### src/rtl/aes_pkg.sv
// Shared types and widths for the AES output path.
package aes_pkg;

   localparam int unsigned WORD_W          = 32;
   localparam int unsigned BLOCK_W         = 128;
   localparam int unsigned WORDS_PER_BLOCK = 4;

   typedef logic [WORD_W-1:0]  word_t;
   typedef logic [BLOCK_W-1:0] block_t;
   typedef logic [1:0]         widx_t;

   // Word 0 is the most-significant 32 bits of the block.
   function automatic word_t word_sel(input block_t blk, input widx_t idx);
      word_t w;
      case (idx)
         2'd0:    w = blk[127:96];
         2'd1:    w = blk[95:64];
         2'd2:    w = blk[63:32];
         default: w = blk[31:0];
      endcase
      return w;
   endfunction

endpackage

### src/rtl/aes_block_fifo.sv
// DEPTH x 128-bit synchronous block FIFO; a push while full is accepted
// when a pop happens at the same edge.
module aes_block_fifo
   import aes_pkg::*;
#(
   parameter int unsigned DEPTH = 2
) (
   input  logic                         clk,
   input  logic                         rst,
   input  logic                         i_push,
   input  block_t                       i_data,
   input  logic                         i_pop,
   output logic                         o_accept,
   output block_t                       o_head,
   output logic                         o_full,
   output logic                         o_empty,
   output logic [$clog2(DEPTH+1)-1:0]   o_count
);

   localparam int unsigned PTR_W = (DEPTH > 1) ? $clog2(DEPTH) : 1;
   localparam int unsigned CNT_W = $clog2(DEPTH+1);

   block_t             r_mem [DEPTH];
   logic [PTR_W-1:0]   r_wp;
   logic [PTR_W-1:0]   r_rp;
   logic [CNT_W-1:0]   r_count;

   logic               w_pop;
   logic               w_accept;

   assign o_full   = (r_count == CNT_W'(DEPTH));
   assign o_empty  = (r_count == '0);
   assign w_pop    = i_pop & ~o_empty;
   assign w_accept = i_push & (~o_full | w_pop);
   assign o_accept = w_accept;
   assign o_head   = r_mem[r_rp];
   assign o_count  = r_count;

   // Storage write; contents are deliberately left unreset.
   always_ff @(posedge clk) begin
      if (w_accept) begin
         r_mem[r_wp] <= i_data;
      end
   end

   // Pointers and occupancy; pointers wrap naturally since DEPTH is a power of two.
   always_ff @(posedge clk) begin
      if (rst) begin
         r_wp    <= '0;
         r_rp    <= '0;
         r_count <= '0;
      end else begin
         if (w_accept) begin
            r_wp <= r_wp + PTR_W'(1);
         end
         if (w_pop) begin
            r_rp <= r_rp + PTR_W'(1);
         end
         case ({w_accept, w_pop})
            2'b10:   r_count <= r_count + CNT_W'(1);
            2'b01:   r_count <= r_count - CNT_W'(1);
            default: r_count <= r_count;
         endcase
      end
   end

endmodule

### src/rtl/aes_out_unpacker.sv
// Buffers AES-128 ciphertext blocks and streams them as 32-bit words,
// most-significant word first, on a valid/ready interface.
// Optional: define AES_OUT_LAST_EN to add the m_last end-of-block marker.
module aes_out_unpacker
   import aes_pkg::*;
#(
   parameter int unsigned DEPTH = 2
) (
   input  logic                         clk,
   input  logic                         rst,
   input  logic [BLOCK_W-1:0]           blk_in,
   input  logic                         blk_valid,
   output logic [WORD_W-1:0]            m_data,
   output logic                         m_valid,
   input  logic                         m_ready,
   output logic                         overflow,
   output logic [$clog2(DEPTH+1)-1:0]   level
`ifdef AES_OUT_LAST_EN
   ,
   output logic                         m_last
`endif
);

   widx_t   r_widx;
   logic    r_overflow;

   block_t  w_head;
   logic    w_full;
   logic    w_empty;
   logic    w_accept;
   logic    w_xfer;
   logic    w_pop_blk;
   logic    w_drop;

   aes_block_fifo #(
      .DEPTH (DEPTH)
   ) u_fifo (
      .clk      (clk),
      .rst      (rst),
      .i_push   (blk_valid),
      .i_data   (blk_in),
      .i_pop    (w_pop_blk),
      .o_accept (w_accept),
      .o_head   (w_head),
      .o_full   (w_full),
      .o_empty  (w_empty),
      .o_count  (level)
   );

   assign m_valid   = ~w_empty;
   assign w_xfer    = m_valid & m_ready;
   assign w_pop_blk = w_xfer & (r_widx == 2'd3);
   assign w_drop    = blk_valid & w_full & ~w_pop_blk;
   assign m_data    = m_valid ? word_sel(w_head, r_widx) : '0;
   assign overflow  = r_overflow;

`ifdef AES_OUT_LAST_EN
   assign m_last    = m_valid & (r_widx == 2'd3);
`endif

   // Word index advances on every transfer and wraps at the end of a block.
   always_ff @(posedge clk) begin
      if (rst) begin
         r_widx <= '0;
      end else if (w_xfer) begin
         r_widx <= r_widx + 2'd1;
      end
   end

   // Sticky drop indicator, cleared only by reset.
   always_ff @(posedge clk) begin
      if (rst) begin
         r_overflow <= 1'b0;
      end else if (w_drop) begin
         r_overflow <= 1'b1;
      end
   end

   // w_accept is informational here; the FIFO applies it internally.
   logic w_unused;
   assign w_unused = w_accept;

endmodule

### config.mk
export PLATFORM = sky130hd
export DESIGN_NAME = aes_out_unpacker
export DESIGN_NICKNAME = d
export VERILOG_FILES = /design/src/rtl/aes_pkg.sv /design/src/rtl/aes_block_fifo.sv /design/src/rtl/aes_out_unpacker.sv
export SDC_FILE = /design/constraint.sdc
export NUM_CORES = 1
export LEC_CHECK = 0
export ABC_AREA = 1
export CELL_PAD_IN_SITES_DETAIL_PLACEMENT = 1
export CELL_PAD_IN_SITES_GLOBAL_PLACEMENT = 1
export CORE_MARGIN = 2
export CORE_UTILIZATION = 40
export DETAILED_ROUTE_END_ITERATION = 8
export PLACE_DENSITY_LB_ADDON = 0.1
export SLEW_MARGIN = 40
export SYNTH_ARGS = -nofsm -noshare
export SYNTH_HDL_FRONTEND = slang
export SYNTH_HIERARCHICAL = 1
export SYNTH_SLANG_ARGS = --single-unit
export TNS_END_PERCENT = 50
### constraint.sdc
create_clock -name clk -period 7.95 [get_ports clk]
set_clock_uncertainty 0.15 [all_clocks]
set_input_delay 1.59 -clock clk [delete_from_list [all_inputs] [get_ports clk]]
set_output_delay 1.59 -clock clk [all_outputs]
set_load 0.05 [all_outputs]
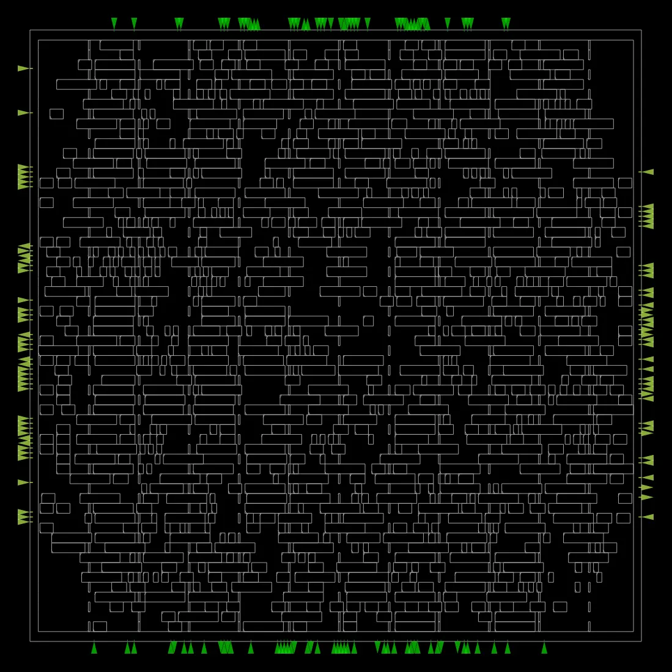
(run_1/final_placement.png)
Fill cells: 2612
Seq area share: 0.570
Final Core Density: 0.514
row count: 60

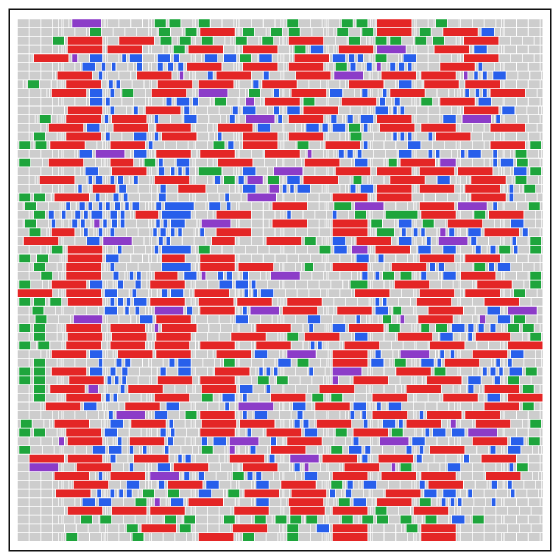
(run_1/cell_classes.png)
Fill, decap, tap and diode cells in grey.
legend:
  red:
    class: flip-flops
    cells: 264
    share_of_their_area: 59%
  green:
    class: other buffers and delay cells
    cells: 178
    share_of_their_area: 14%
  purple:
    class: clock drivers and dummy loads
    cells: 54
    share_of_their_area: 6.8%
  blue:
    class: all other logic
    cells: 412
    share_of_their_area: 21%

==> flow_summary.json, run 1 <==
{
  "outcome": "complete, no violations",
  "drtIter0Drc": 291,
  "cts_resized": 0,
  "io_buffers": 167,
  "end_kind": "output pin",
  "synth_cell_types": 24,
  "reg2reg_slack_ns": 4.16,
  "crit_end": "m_data[6]",
  "max_freq_ghz": 0.199,
  "reg2reg_depth": 13,
  "antenna_found_initial": 2,
  "syn_to_final_growth_pct": 26.9,
  "setup_viol": 0,
  "yosys_warnings": 6,
  "dpl.hpwl_um": 15800,
  "netlist_area_mm2": 0.0109,
  "die_area_mm2": 0.0285,
  "rsz0062_at_grt": "false",
  "cts.reportedPaths.clkPinSlew_ns": 0.06,
  "critPathBufInv": 2,
  "min_path_cells": 2,
  "critPathLaunchType": "register",
  "initial_core_util": 0.405,
  "ys.flops": 264,
  "cts_buffers": 29,
  "layout_min_cycle_time_ns": 5.04,
  "cts_setup_buffers": 0,
  "drive_above_1_share": 0.220,
  "final_common_cell": "edfxtp_1",
  "crit_family": "buffers and inverters",
  "critPathSlowestCell": "clkdlybuf4s50_1",
  "crit_path_max_incr_delay_ns": 0.86,
  "setup-tns-final_ns": 0,
  "grt_max_degree": 57,
  "grt_usage": 0.179,
  "wl_per_cell_um": 20.3,
  "crit_cells": 5,
  "relSlewSlack": 0.472,
  "place_congestion": 0.768,
  "grt_first_pass_wirelength_um": 39400,
  "yosys.area.top_type": "edfxtp_1",
  "leakage_uw": 0.00469,
  "wl_met3_um": 1130,
  "whs_ns": 0.316,
  "gr-total-overflow": 0,
  "cp.arrival_ns": 3.30,
  "met1_length_um": 11300,
  "drt-pass1-iter-count": 4,
  "cap_viol_max_count": 0,
  "cts.sinks": 264,
  "final_cell_mix": "edfxtp_1, clkdlybuf4s50_1, mux2_2",
  "layout.nets": 1022,
  "cts_tree": "built",
  "r2r_end": "u_fifo/r_mem[0][24]",
  "critPathMaxFanout": 41,
  "top_area_frac": 0.708,
  "holdBufCountCts": 0,
  "p_per_area_mw_per_mm2": 239,
  "syn-instance-count": 709,
  "grt_pass1_vias": 6914,
  "cts_root_buf": "clkbuf_16",
  "hold_path.class": "register to register",
  "ios": 168,
  "area_leaders": "edfxtp_1, mux2_2, nand2_1",
  "ant_nets": 0,
  "cp_common_cell": "a21oi_1",
  "drt_wl_total_um": 25400
}
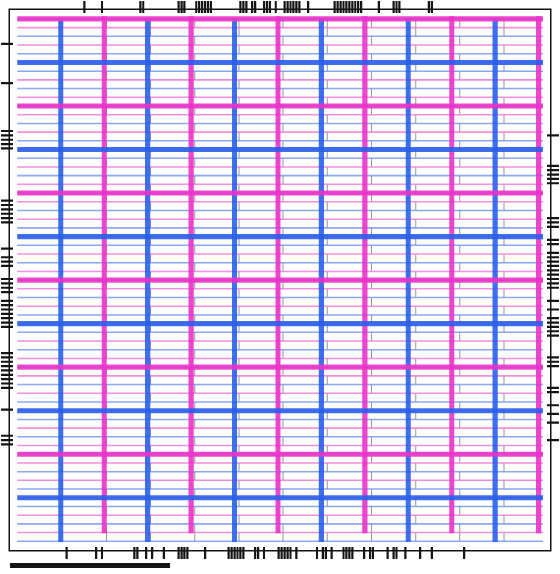
(run_1/pdn.png)
Scale bar: 50 um. Pins as bars on the die edge. Tap cells in grey.
legend:
  magenta:
    net: VDD
  blue:
    net: VSS
tap cells: 341
signal pins: 168

## run 1: kinds of logic after synthesis
family,synth area share
simple gates,0.0460
mux,0.133
flops,0.723
fa+ha+maj,0.00577
compound gates,0.0481
buf+inv,0.0442
## run 1: tightest hold or removal path, stage by stage (launching register included)
cell and delay (ns):
dfxtp_1 0.32, inv_1 0.05, a21oi_1 0.05
## run 1: power breakdown
| group | internal [uW] | switching (uW) | leakage, uW | total [uW] |
|---|---|---|---|---|
| Sequential | 1620 | 21.1 | 0.00246 | 1640 |
| Combinational | 160 | 232 | 0.00178 | 392 |
| Clock | 727 | 526 | 0.000450 | 1250 |
## run 1: final cells by class
type                            count  area [um^2]
Antenna cell                        1         2.50
Clock buffer                       36          782
Clock inverter                     18          119
Fill cell                        2612        13000
Inverter                           50          189
Multi-Input combinational cell    362         2590
Sequential cell                   264         7850
Tap cell                          341          427
Timing Repair Buffer              178         1810
## run 1: per-stage QoR
stage | instance area, um^2 | std cells | total power, uW | worst slack, ns
2_1_floorplan | 10900 | 709 | 1890 | 2.02
3_3_place_gp | 12700 | 1190 | 2050 | 3.13
3_5_place_dp | 12800 | 1194 | 2070 | 3.14
4_1_cts | 13700 | 1248 | 3330 | 2.57
5_1_grt | 13800 | 1249 | 3410 | 2.79
6_report | 13800 | 1250 | 3290 | 2.91
## run 1: cell usage after synthesis (all sizes together)
cell    number
ha           5
dfxtp        8
clkbuf       2
o21ai       35
nor2         8
clkinv       1
nor3         1
or2          1
edfxtp     256
mux2       128
a31oi        1
a21oi       68
inv         49
buf         31
nand3        5
nand4        1
nand2      109
## run 1: per-layer routing
| layer | vias up | GRT usage |
|---|---|---|
| met5 | - | 0 |
| met4 | 2 | 0.0405 |
| met3 | 34 | 0.0299 |
| met2 | 151 | 0.311 |
| met1 | 3156 | 0.238 |
| li1 | 2941 | - |
==> run 1 -> run 2 <==
==> constraint.sdc (replaced) <==
create_clock -name clk -period 4.6 [get_ports clk]
set_clock_uncertainty 0.15 [all_clocks]
set_input_delay 0.92 -clock clk [delete_from_list [all_inputs] [get_ports clk]]
set_output_delay 0.92 -clock clk [all_outputs]
set_load 0.05 [all_outputs]
==> flow_summary.json, run 2 <==
{
  "insertion_delay_ns": 0.54,
  "gr-total-overflow": 0,
  "cts_resized": 0,
  "rsz0062_at_grt": "false",
  "end_kind": "output pin",
  "dp_cells": 1194,
  "antennaDiodeCount": 1,
  "outcome": "complete, no violations",
  "wl_per_cell_um": 20.3,
  "cts.sinks": 264,
  "row_count": 60,
  "critPathLaunchType": "register",
  "holdBufCountCts": 0,
  "layout.nets": 1022,
  "yosys_most_used_dff": "edfxtp_1",
  "synth.most_common_cell": "edfxtp_1",
  "signal_buffers": 177,
  "drt_wl_total_um": 25400,
  "sh_comb_area": 0.185,
  "common_cells": "edfxtp_1, mux2_2, nand2_1",
  "largest_reg_flops": 256,
  "worstMarginPinSlew_ns": 0.679,
  "syn-instance-count": 709,
  "flop_area_mm2": 0.00785,
  "synth_cell_types": 24,
  "netlist_area_mm2": 0.0109,
  "setup-tns-final_ns": 0,
  "num_tap_cells": 341,
  "area_leaders": "edfxtp_1, mux2_2, nand2_1",
  "max_freq_ghz": 0.240,
  "relSlewSlack": 0.547,
  "final_common_cell": "edfxtp_1",
  "cp.arrival_ns": 3.09,
  "nClkBuffers": 37,
  "seq_share": 0.564,
  "async_flop_share": 0,
  "r2r_end": "u_fifo/r_mem[0][56]",
  "hold_path.class": "register to register",
  "leakage_uw": 0.00476,
  "drtIter0Drc": 325,
  "cts_setup_buffers": 0,
  "final_cell_mix": "edfxtp_1, clkdlybuf4s50_1, mux2_2",
  "cts_tree": "built",
  "setup_ws_ns": 0.442,
  "cap_viol_max_count": 0,
  "final-nonclk-buf-share": 0.129,
  "stdcell_count": 1251,
  "grt_max_degree": 69,
  "yosys_warnings": 6,
  "reg2reg_slack_ns": 1.57,
  "grt_pass1_vias": 7043,
  "power_uw": 6050,
  "setup_viol": 0,
  "ios": 168,
  "die_area_mm2": 0.0285,
  "yosys.area.top_type": "edfxtp_1",
  "critPathMaxFanout": 38,
  "logic_gate_count": 362,
  "io_buffers": 167,
  "clock_area_frac": 0.0773,
  "grt_first_pass_wirelength_um": 39200,
  "cts_buffers": 30,
  "ys.flops": 264,
  "p_per_area_mw_per_mm2": 435,
  "drive_above_1_share": 0.224,
  "min_path_cells": 2,
  "syn_to_final_growth_pct": 28.3,
  "initial_core_util": 0.405,
  "num-fill-cells": 2597,
  "cts_buffer_depth": 3,
  "antenna_found_initial": 1,
  "comb_area_mm2": 0.00258,
  "min_to": "overflow",
  "pre_cts_slack_ns": 0.825,
  "reg2reg_depth": 11,
  "layout_min_cycle_time_ns": 4.16,
  "inverters": 50,
  "dpl.hpwl_um": 15900,
  "top_area_frac": 0.708,
  "core_area_mm2": 0.0268,
  "cts.reportedPaths.clkPinSlew_ns": 0.06,
  "place_congestion": 0.729,
  "cts_root_buf": "clkbuf_16",
  "ant_nets": 0,
  "top_area_cell_class": "flip-flops and latches"
}
## run 2: power by group
part	leakage [uW]	internal [uW]	switching, uW
Clock	0.000530	1590	941
Sequential	0.00246	2800	36.9
Combinational	0.00177	273	402
Total	0.00476	4670	1380
## run 2: cells by family after synthesis
kind of cell	after synthesis	share of synthesized area
compound gates	104	0.0481
fa+ha+maj	5	0.00577
buf+inv	83	0.0442
flops	264	0.723
mux	128	0.133
simple gates	125	0.0460
## run 2: stage by stage
step / utilization / hold WS (ns) / cell area [um^2]
3_5_place_dp: 0.478 / 0.306 / 12800
6_report: 0.520 / 0.313 / 13900
3_3_place_gp: 0.478 / 0.295 / 12800
4_1_cts: 0.519 / 0.316 / 13900
5_1_grt: 0.520 / 0.342 / 13900
2_1_floorplan: - / 0.305 / 10900
## run 2: worst max-delay path, cell delays in order (launching register included)
cell and delay (ns):
dfxtp_4 0.72, buf_4 0.36, mux2_2 0.20, nand2_1 0.05, nand2_1 0.10, inv_1 0.05, a21oi_1 0.17, clkdlybuf4s50_1 0.85
## run 2: how the worst max path moves through the flow
stage | from | endpoint | depth (start not counted) | slack [ns]
5_1_grt | r_widx[0] | m_data[31] | 5 | 0.19
4_1_cts | r_widx[0] | m_data[31] | 7 | 0.24
3_3_place_gp | register | m_data[4] | 7 | 0.94
6_report | register | m_data[4] | 7 | 0.44
2_1_floorplan | u_fifo/o_count[0] | u_fifo/r_mem[1][0] | 10 | 0.67
3_5_place_dp | r_widx[0] | m_data[31] | 7 | 0.83
## run 2: metal layers
metal / global-route usage / vias up / routed length, um
met2: 0.315 / 151 / 13100
met1: 0.231 / 3147 / 10800
met4: 0.0435 / 0 / 361
met5: 0 / - / 0
li1: - / 2935 / -
met3: 0.0290 / 31 / 1160
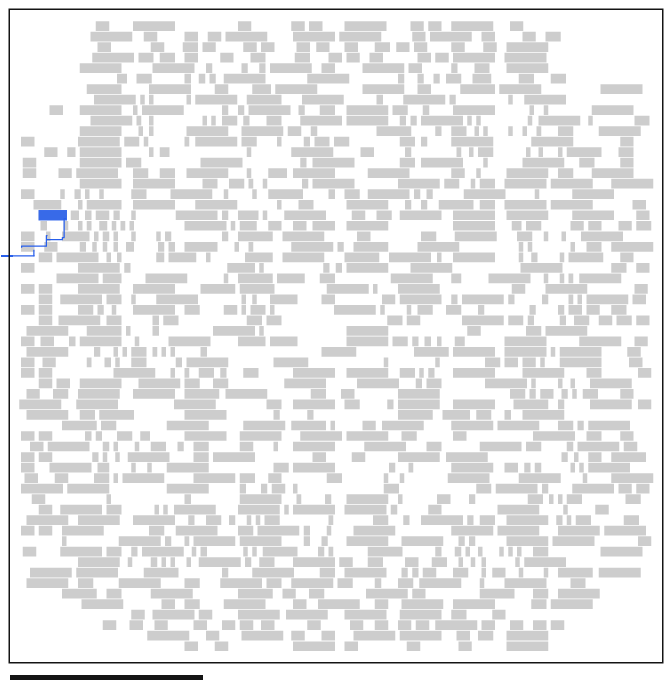
(run_2/port_nets.png)
Scale bar: 50 um.
legend:
  blue:
    port: `overflow`
    bits: 1
    direction: output
    edge: left
    end_cells: 1
    wire: 27.5 um

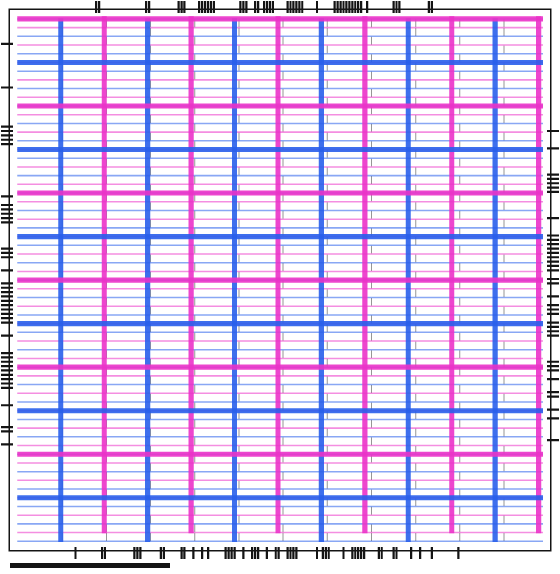
(run_2/pdn.png)
Scale bar: 50 um. Pins as bars on the die edge. Tap cells in grey.
legend:
  blue:
    net: VSS
  magenta:
    net: VDD
signal pins: 168
met5 straps: 12
tap cells: 341
met1 rails: 61

==> run 2 -> run 3 <==
--- a/config.mk
+++ b/config.mk
@@ -8,6 +8,7 @@
 export ABC_AREA = 1
 export CELL_PAD_IN_SITES_DETAIL_PLACEMENT = 1
 export CELL_PAD_IN_SITES_GLOBAL_PLACEMENT = 1
+export CORE_ASPECT_RATIO = 0.5
 export CORE_MARGIN = 2
 export CORE_UTILIZATION = 40
 export DETAILED_ROUTE_END_ITERATION = 8
==> flow_summary.json, run 3 <==
{
  "min_to": "overflow",
  "power_uw": 5490,
  "p_per_area_mw_per_mm2": 403,
  "setup_viol": 0,
  "whs_ns": 0.308,
  "synth_seq_share": 0.723,
  "synth_cell_types": 24,
  "initial_core_util": 0.409,
  "grt_first_pass_wirelength_um": 38700,
  "grt_usage": 0.178,
  "syn-instance-count": 709,
  "yosys_most_used_dff": "edfxtp_1",
  "worstMarginPinSlew_ns": 0.773,
  "max_freq_ghz": 0.243,
  "cts_buffers": 25,
  "cts_setup_buffers": 0,
  "top_area_frac": 0.708,
  "drive_above_1_share": 0.208,
  "wl_per_cell_um": 20.0,
  "yosys.area.top_type": "edfxtp_1",
  "area_leaders": "edfxtp_1, mux2_2, nand2_1",
  "drt_wl_total_um": 25100,
  "core_area_mm2": 0.0265,
  "r2r_end": "u_fifo/r_mem[1][24]",
  "cts_buffer_depth": 3,
  "ant_nets": 0,
  "place_area_mm2": 0.0129,
  "ios": 168,
  "synth.most_common_cell": "edfxtp_1",
  "cts_root_buf": "clkbuf_16",
  "row_count": 42,
  "syn_to_final_growth_pct": 25.6,
  "reg2reg_depth": 11,
  "grt_max_degree": 98,
  "critPathLaunchType": "register",
  "setup_ws_ns": 0.477,
  "final_cell_mix": "edfxtp_1, clkdlybuf4s50_1, mux2_2",
  "dp_cells": 1207,
  "cts.reportedPaths.clkPinSlew_ns": 0.06,
  "stdcell_area_mm2": 0.0136,
  "layout_min_cycle_time_ns": 4.12,
  "reg2reg_slack_ns": 1.22,
  "cp.arrival_ns": 3.05,
  "netlist_area_mm2": 0.0109,
  "layout.nets": 1019,
  "holdBufCountCts": 0,
  "grt_pass1_vias": 6770,
  "final_common_cell": "edfxtp_1",
  "async_flop_share": 0,
  "crit_type": "register to output pin",
  "ys.flops": 264,
  "largest_reg_flops": 256,
  "rsz0062_at_grt": "false",
  "end_kind": "output pin",
  "hold_path.class": "register to register",
  "drtIter0Drc": 230,
  "die_area_mm2": 0.0285,
  "gr-total-overflow": 0,
  "edf_count": 256,
  "antenna_found_initial": 2,
  "fin_util": 0.514,
  "cts.sinks": 264,
  "io_buffers": 167,
  "cap_viol_max_count": 0,
  "pre_cts_slack_ns": 0.996,
  "stdcell_count": 1254,
  "cts_resized": 0,
  "min_path_cells": 2,
  "cts_tree": "built",
  "place_congestion": 0.728,
  "insertion_delay_ns": 0.53,
  "drt-pass1-iter-count": 4,
  "common_cells": "edfxtp_1, mux2_2, nand2_1",
  "startpoint": "r_widx[0]",
  "relSlewSlack": 0.484,
  "outcome": "complete, no violations",
  "leakage_uw": 0.00461,
  "setup-tns-final_ns": 0,
  "yosys_warnings": 6,
  "dpl.hpwl_um": 15400
}
==> run 3: layer usage <==
layer	share of wire	vias up	global-route usage	wire, um
met3	0.035	31	0.0372	873
met4	0.015	2	0.0344	384
met2	0.49	95	0.306	12300
met1	0.46	3136	0.237	11600
li1	-	2936	-	-
met5	0.00052	-	0	13
==> run 3: worst max-delay path: stages, from the launching register on <==
cell	delay, ns
dfxtp_1	0.35
inv_1	0.16
ha_2	0.39
buf_4	0.38
nand2_1	0.11
nand2_1	0.08
inv_1	0.04
a21oi_1	0.13
clkdlybuf4s50_1	0.87
==> run 3: layout make-up <==
| class | count | area [um^2] |
|---|---|---|
| Fill cell | 2563 | 12900 |
| Sequential cell | 264 | 7850 |
| Inverter | 50 | 189 |
| Multi-Input combinational cell | 362 | 2560 |
| Antenna cell | 1 | 2.50 |
| Clock inverter | 10 | 98.8 |
| Tap cell | 352 | 440 |
| Timing Repair Buffer | 179 | 1820 |
| Clock buffer | 36 | 667 |
==> run 3: logic make-up after synthesis <==
logic type,Yosys count,share of synthesized area
flip-flops,264,0.723
adder cells (fa/ha/maj),5,0.00577
AND/OR/NAND/NOR,125,0.0460
buffers and inverters,83,0.0442
multiplexers,128,0.133
AND-OR/OR-AND,104,0.0481
==> run 3: worst max path at each step <==
stage | end | slack [ns] | depth (start not counted)
final | m_data[5] | 0.48 | 8
after global routing | m_data[4] | 0.30 | 8
after CTS | m_data[21] | 0.42 | 8
after detailed placement | m_data[21] | 1.0 | 8
after global placement | m_data[10] | 0.99 | 5
after floorplan | u_fifo/r_mem[1][0] | 0.67 | 10
==> run 3: power by group <==
part	leakage [uW]	internal [uW]	switching, uW
logic	0.00178	271	399
registers	0.00246	2800	34.7
clock network	0.000372	1120	860
total	0.00461	4190	1290
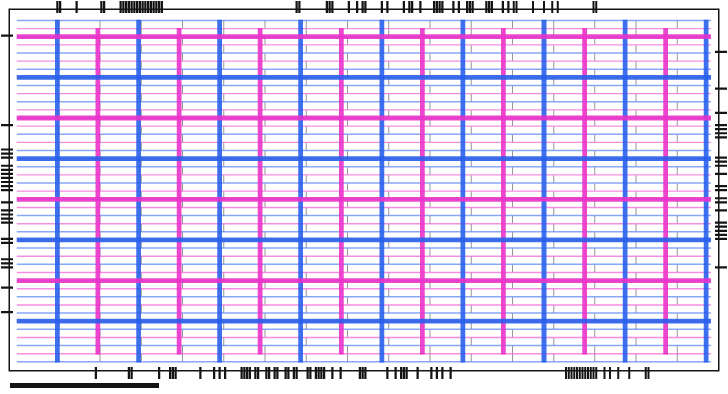
(run_3/pdn.png)
Scale bar: 50 um. Pins as bars on the die edge. Tap cells in grey.
legend:
  blue:
    net: VSS
  magenta:
    net: VDD
signal pins: 168
met1 rails: 43
tap cells: 352

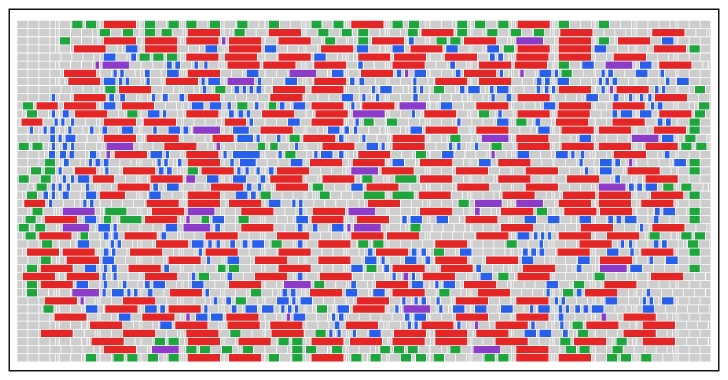
(run_3/cell_classes.png)
Fill, decap, tap and diode cells in grey.
legend:
  red:
    class: flip-flops
    cells: 264
    share_of_their_area: 60%
  purple:
    class: clock drivers and dummy loads
    cells: 46
    share_of_their_area: 5.8%
  blue:
    class: all other logic
    cells: 412
    share_of_their_area: 21%
  green:
    class: other buffers and delay cells
    cells: 179
    share_of_their_area: 14%

Power is estimated from default activity; no workload was simulated.
